===== src/rtl/rv_ctrl_pkg.sv =====
// Shared constants and types for the RV32I multi-cycle control unit:
// opcode values, ALU operand/op encodings, FSM state encoding and the
// bundle of datapath select lines driven by the sequencer.
package rv_ctrl_pkg;

  // Major opcodes of the supported RV32I subset (IR[6:0]).
  localparam logic [6:0] OP_R     = 7'b0110011;
  localparam logic [6:0] OP_I     = 7'b0010011;
  localparam logic [6:0] OP_LOAD  = 7'b0000011;
  localparam logic [6:0] OP_STORE = 7'b0100011;
  localparam logic [6:0] OP_BR    = 7'b1100011;

  // alu_op encoding understood by alu_control.
  localparam logic [1:0] ALU_ADD = 2'b00;
  localparam logic [1:0] ALU_SUB = 2'b01;
  localparam logic [1:0] ALU_RFN = 2'b10;
  localparam logic [1:0] ALU_IFN = 2'b11;

  // alu_src_b encoding.
  localparam logic [1:0] SRCB_RS2  = 2'b00;
  localparam logic [1:0] SRCB_FOUR = 2'b01;
  localparam logic [1:0] SRCB_IMM  = 2'b10;

  // State encoding is visible on the debug port, so the values are fixed.
  typedef enum logic [2:0] {
    S_IDLE   = 3'd0,
    S_FETCH  = 3'd1,
    S_DECODE = 3'd2,
    S_EXEC   = 3'd3,
    S_MEM    = 3'd4,
    S_WB     = 3'd5,
    S_TRAP   = 3'd6
  } state_e;

  // Datapath select lines decoded from the current state.
  typedef struct packed {
    logic       mem_req;
    logic       mem_we;
    logic       iord;
    logic       ir_write;
    logic       pc_write;
    logic       pc_src;
    logic       alu_src_a;
    logic [1:0] alu_src_b;
    logic [1:0] alu_op;
    logic       reg_write;
    logic       mem_to_reg;
  } ctrl_t;

  // True for opcodes this sequencer knows how to execute.
  function automatic logic op_supported(input logic [6:0] op);
    return (op == OP_R) || (op == OP_I) || (op == OP_LOAD) ||
           (op == OP_STORE) || (op == OP_BR);
  endfunction

endpackage


===== src/rtl/mc_wait_timer.sv =====
// Memory wait timer: counts stalled cycles while a request is pending and
// flags the cycle in which the stall count would reach LIMIT.
module mc_wait_timer #(
  parameter int unsigned LIMIT = 255
) (
  input  logic clk,
  input  logic rst,
  input  logic clr_i,
  input  logic en_i,
  output logic expired_o
);

  localparam logic [7:0] LAST = 8'(LIMIT - 1);

  logic [7:0] cnt_q, cnt_d;

  // Next count: clear wins over enable, otherwise hold.
  always_comb begin
    // NOTE: default assignment first so every path assigns cnt_d (no latch).
    cnt_d = cnt_q;
    if (clr_i) begin
      cnt_d = '0;
    end else if (en_i) begin
      cnt_d = cnt_q + 8'd1;
    end
  end

  // Counter register with synchronous active-low reset.
  always_ff @(posedge clk) begin
    // NOTE: sequential state uses non-blocking assignments only.
    if (!rst) begin
      cnt_q <= '0;
    end else begin
      cnt_q <= cnt_d;
    end
  end

  // This stalled cycle is the LIMIT-th one: the request has timed out.
  assign expired_o = en_i & ~clr_i & (cnt_q == LAST);

endmodule


===== src/rtl/multicycle_control.sv =====
// Multi-cycle sequencer for the RV32I subset datapath. Owns the shared
// memory port, drives every datapath select from the state register and
// the latched opcode, counts retired instructions and traps on illegal
// opcodes or memory timeouts.
module multicycle_control
  import rv_ctrl_pkg::*;
#(
  parameter int unsigned CNT_W   = 32,
  parameter int unsigned TIMEOUT = 255
) (
  input  logic             clk,
  input  logic             rst,
  input  logic [6:0]       opcode,
  input  logic             branch_taken,
  input  logic             mem_ready,
  output logic             mem_req,
  output logic             mem_we,
  output logic             iord,
  output logic             ir_write,
  output logic             pc_write,
  output logic             pc_src,
  output logic             alu_src_a,
  output logic [1:0]       alu_src_b,
  output logic [1:0]       alu_op,
  output logic             reg_write,
  output logic             mem_to_reg,
  output logic [2:0]       state,
  output logic             illegal,
  output logic             bus_err,
  output logic [CNT_W-1:0] retired
);

  state_e           state_q;
  logic [6:0]       op_q;
  logic             illegal_q;
  logic             bus_err_q;
  logic [CNT_W-1:0] retired_q;
  ctrl_t            ctrl;

  logic waiting, tmr_clr, tmr_en, tmr_expired;

  // The timer runs only while a memory request is stalled; any accepted
  // request or any other state clears it.
  assign waiting = (state_q == S_FETCH) || (state_q == S_MEM);
  assign tmr_en  = waiting & ~mem_ready;
  assign tmr_clr = ~waiting | mem_ready;

  mc_wait_timer #(.LIMIT(TIMEOUT)) u_wait_timer (
    .clk       (clk),
    .rst       (rst),
    .clr_i     (tmr_clr),
    .en_i      (tmr_en),
    .expired_o (tmr_expired)
  );

  // Sequencer: state transitions, opcode latch, sticky traps, retire count.
  always_ff @(posedge clk) begin
    if (!rst) begin
      state_q   <= S_IDLE;
      op_q      <= '0;
      illegal_q <= 1'b0;
      bus_err_q <= 1'b0;
      retired_q <= '0;
    end else begin
      case (state_q)
        S_IDLE: state_q <= S_FETCH;
        S_FETCH: begin
          if (mem_ready) begin
            state_q <= S_DECODE;
          end else if (tmr_expired) begin
            state_q   <= S_TRAP;
            bus_err_q <= 1'b1;
          end
        end
        S_DECODE: begin
          op_q <= opcode;
          if (op_supported(opcode)) begin
            state_q <= S_EXEC;
          end else begin
            state_q   <= S_TRAP;
            illegal_q <= 1'b1;
          end
        end
        S_EXEC: begin
          case (op_q)
            OP_R, OP_I:        state_q <= S_WB;
            OP_LOAD, OP_STORE: state_q <= S_MEM;
            default: begin
              // Branches finish here.
              state_q   <= S_FETCH;
              retired_q <= retired_q + 1'b1;
            end
          endcase
        end
        S_MEM: begin
          if (mem_ready) begin
            if (op_q == OP_STORE) begin
              state_q   <= S_FETCH;
              retired_q <= retired_q + 1'b1;
            end else begin
              state_q <= S_WB;
            end
          end else if (tmr_expired) begin
            state_q   <= S_TRAP;
            bus_err_q <= 1'b1;
          end
        end
        S_WB: begin
          state_q   <= S_FETCH;
          retired_q <= retired_q + 1'b1;
        end
        S_TRAP:  state_q <= S_TRAP;
        default: state_q <= S_IDLE;
      endcase
    end
  end

  // Datapath selects decoded from state_q and op_q; only the FETCH strobes
  // (gated by mem_ready) and the branch PC write look at inputs.
  always_comb begin
    ctrl = '0;
    case (state_q)
      S_FETCH: begin
        ctrl.mem_req   = 1'b1;
        ctrl.alu_src_b = SRCB_FOUR;
        ctrl.alu_op    = ALU_ADD;
        ctrl.ir_write  = mem_ready;
        ctrl.pc_write  = mem_ready;
      end
      S_DECODE: begin
        ctrl.alu_src_b = SRCB_IMM;
        ctrl.alu_op    = ALU_ADD;
      end
      S_EXEC: begin
        ctrl.alu_src_a = 1'b1;
        case (op_q)
          OP_R: begin
            ctrl.alu_src_b = SRCB_RS2;
            ctrl.alu_op    = ALU_RFN;
          end
          OP_I: begin
            ctrl.alu_src_b = SRCB_IMM;
            ctrl.alu_op    = ALU_IFN;
          end
          OP_LOAD, OP_STORE: begin
            ctrl.alu_src_b = SRCB_IMM;
            ctrl.alu_op    = ALU_ADD;
          end
          OP_BR: begin
            ctrl.alu_src_b = SRCB_RS2;
            ctrl.alu_op    = ALU_SUB;
            ctrl.pc_write  = branch_taken;
            ctrl.pc_src    = branch_taken;
          end
          default: ;
        endcase
      end
      S_MEM: begin
        ctrl.mem_req = 1'b1;
        ctrl.iord    = 1'b1;
        ctrl.mem_we  = (op_q == OP_STORE);
      end
      S_WB: begin
        ctrl.reg_write  = 1'b1;
        ctrl.mem_to_reg = (op_q == OP_LOAD);
      end
      default: ;
    endcase
  end

  assign mem_req    = ctrl.mem_req;
  assign mem_we     = ctrl.mem_we;
  assign iord       = ctrl.iord;
  assign ir_write   = ctrl.ir_write;
  assign pc_write   = ctrl.pc_write;
  assign pc_src     = ctrl.pc_src;
  assign alu_src_a  = ctrl.alu_src_a;
  assign alu_src_b  = ctrl.alu_src_b;
  assign alu_op     = ctrl.alu_op;
  assign reg_write  = ctrl.reg_write;
  assign mem_to_reg = ctrl.mem_to_reg;
  assign state      = state_q;
  assign illegal    = illegal_q;
  assign bus_err    = bus_err_q;
  assign retired    = retired_q;

endmodule


===== config.mk =====
export PLATFORM = sky130hd
export DESIGN_NAME = multicycle_control
export DESIGN_NICKNAME = d
export VERILOG_FILES = /design/src/rtl/rv_ctrl_pkg.sv /design/src/rtl/mc_wait_timer.sv /design/src/rtl/multicycle_control.sv
export SDC_FILE = /design/constraint.sdc
export NUM_CORES = 1
export LEC_CHECK = 0
export ABC_AREA = 1
export ABC_CLOCK_PERIOD_IN_PS = 3300
export CAP_MARGIN = 10
export CORE_UTILIZATION = 52
export DETAILED_ROUTE_END_ITERATION = 6
export PLACE_DENSITY = 0.77
export SLEW_MARGIN = 20
export SYNTH_ARGS = -nofsm -noshare
export SYNTH_HDL_FRONTEND = slang
export SYNTH_HIERARCHICAL = 1
export SYNTH_SLANG_ARGS = --single-unit
export TNS_END_PERCENT = 5

===== constraint.sdc =====
create_clock -name clk -period 3.3 [get_ports clk]
set_clock_uncertainty 0.2 [all_clocks]
set_input_delay 0.66 -clock clk [delete_from_list [all_inputs] [get_ports clk]]
set_output_delay 0.66 -clock clk [all_outputs]
set_load 0.01 [all_outputs]

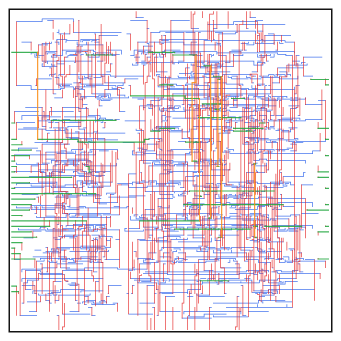
Fig. 1. Signal wires by layer.
Scale: 4 px per um.
red -> metal 2  # wire length 3,770 um
blue -> metal 1  # wire length 3,660 um
green -> metal 3  # wire length 394 um
orange -> metal 4  # wire length 198 um

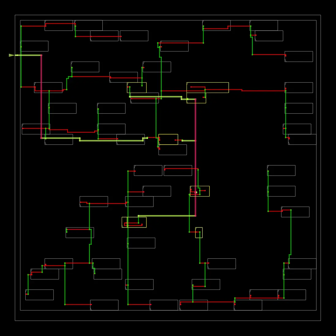
Fig. 2. Clock routing.
P_clk: 0.444 mW
Clock Buffer Count: 6

==> results.cfg <==
; yosys + openroad results
[run_status]
status = finished, final reports clean

[clock_network]
numCtsBuffers = 5
hold_buffers = 0
cts_setup_buffers = 0
clock_latency_ns = 0.31
cts-root-buf = clkbuf_8

[synth]
yosysWarnings = 6
fp_nets = 537
ys_types = 28
synth_chip_area_sq_mm = 0.00319
synthArstFlopShare_pct = 0
edf_count = 0

[sta]
period_used_pct = 88.1
finalSetupViolCount = 0
fmax_mhz = 344
relSlewSlack_pct = 60.3
fin_crit_ns = 2.91
hold_viol_final = 0
setup_slack_ns = 0.392

[die]
die_x_um = 80.3
core_area_sq_mm = 0.00592
rows = 28
ioPinCount = 61

[route]
ant_nets = 0
wirelength_um = 8020
drc = 0
drt_iter0_drc = 213
wl_per_cell_um = 12.2
avgViaCountPerCell = 5.16

[power_and_ir_drop]
clkPwrFrac_pct = 31.8
powerDensity_mw_per_mm2 = 354
finalPower_mw = 1.40
internal_power_mw = 0.985
p_leak_nw = 1.42

[worst_setup_path]
criticalPathCategory = reg2out
cp_num_cells = 7
worstSetupEndpointType = primary output
cp-start-kind = flop
timing.critical_path.slowest_stage_cell = clkdlybuf4s50_1
reg2regPathDepth = 12

[grt]
track_usage_pct = 26.8

[run]
max_cap_viol_count = 0
warning_count = 27

[min_path]
hold_class = reg2reg
whs_path_depth = 2

[final_layout]
antenna_cells = 0
nFillCells = 571

[placement]
pre_cts_ws_ns = 0.410
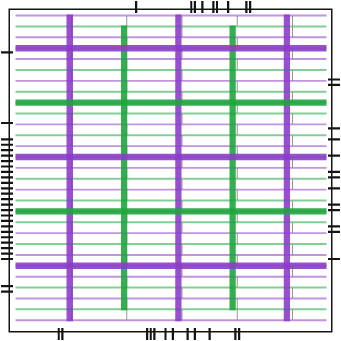
Fig. 3. Power grid.
Scale: 4 px per um. Pins as bars on the die edge. Tap cells in grey.
green -> VDD
purple -> VSS
signal pins = 61
rows = 28

==> synthesized netlist by cell type (all sizes together), types with 5 or more instances <==
cell / n / area [sq um]
a21oi: 49 / 264
buf: 6 / 43.8
clkbuf: 5 / 18.8
dfxtp: 52 / 1040
inv: 47 / 176
nand2: 195 / 744
nand3: 31 / 175
nand3b: 15 / 113
nor2: 77 / 312
nor3: 5 / 25.0
o21ai: 21 / 105
xor2: 5 / 43.8
==> path summary, 6_finish.rpt <==
check | start | end | slack (ns)
setup / recovery | state[0] | alu_src_b[1] | 0.39
hold / removal | op_q[3] | op_q[3] | 0.26
setup reg to reg | state[2] | state[0] | 0.87
hold reg to reg | op_q[3] | op_q[3] | 0.26
==> sequential cells by signal, indices dropped and copies added (netlist names) <==
name / flops
illegal: 1
state: 3
bus_err: 1
u_wait_timer/cnt_q: 8
retired: 32
op_q: 7
==> cell families (layout without fill, tap and decap cells) <==
kind of cell | after synthesis | in the layout | share of synthesized area [%]
simple gates | 329 | 329 | 44.1
compound gates | 72 | 72 | 12.0
buf+inv | 58 | 118 | 7.50
flops | 52 | 52 | 32.7
xor+xnor | 9 | 9 | 2.47
fa+ha+maj | 3 | 3 | 1.18
==> area by class of cell <==
class                   instances  area (sq um)  share of cell area (%)
well taps                      75          93.8                    2.38
multi-input cells             413          1910                    48.3
repair buffers                 63           623                    15.8
clock buffers                   6          72.6                    1.84
inverters                      47           176                    4.47
clock inverters                 2          35.0                   0.887
flip-flops and latches         52          1040                    26.4
==> power by group through the flow <==
stage	Sequential [mW]	Combinational (mW)	Clock, mW
floorplan	0.693	0.173	0
global placement	0.692	0.270	0
detailed placement	0.693	0.273	0
CTS	0.679	0.275	0.454
global route	0.684	0.307	0.479
finish	0.679	0.274	0.444
==> metal layers <==
metal | wire length, um | vias to the layer above | GRT usage (%)
met4 | 198 | 0 | 10.2
met1 | 3660 | 1506 | 32.8
met2 | 3770 | 99 | 46.8
met5 | 0 | - | 0
li1 | - | 1776 | -
met3 | 393 | 16 | 4.09
==> stage by stage <==
step                area, sq um  instances
finish                     3950        658
detailed placement         3840        650
CTS                        3950        658
global route               3950        658
global placement           3840        650
floorplan                  3190        523
==> tightest hold or removal path: cells and delay by family (launching register included) <==
| family | cells | cell delay (ns) |
|---|---|---|
| buf+inv | 1 | 0.06 |
| compound gates | 1 | 0.05 |
| flops | 1 | 0.31 |
No activity file was given, so power comes from the tool's default toggle rates.
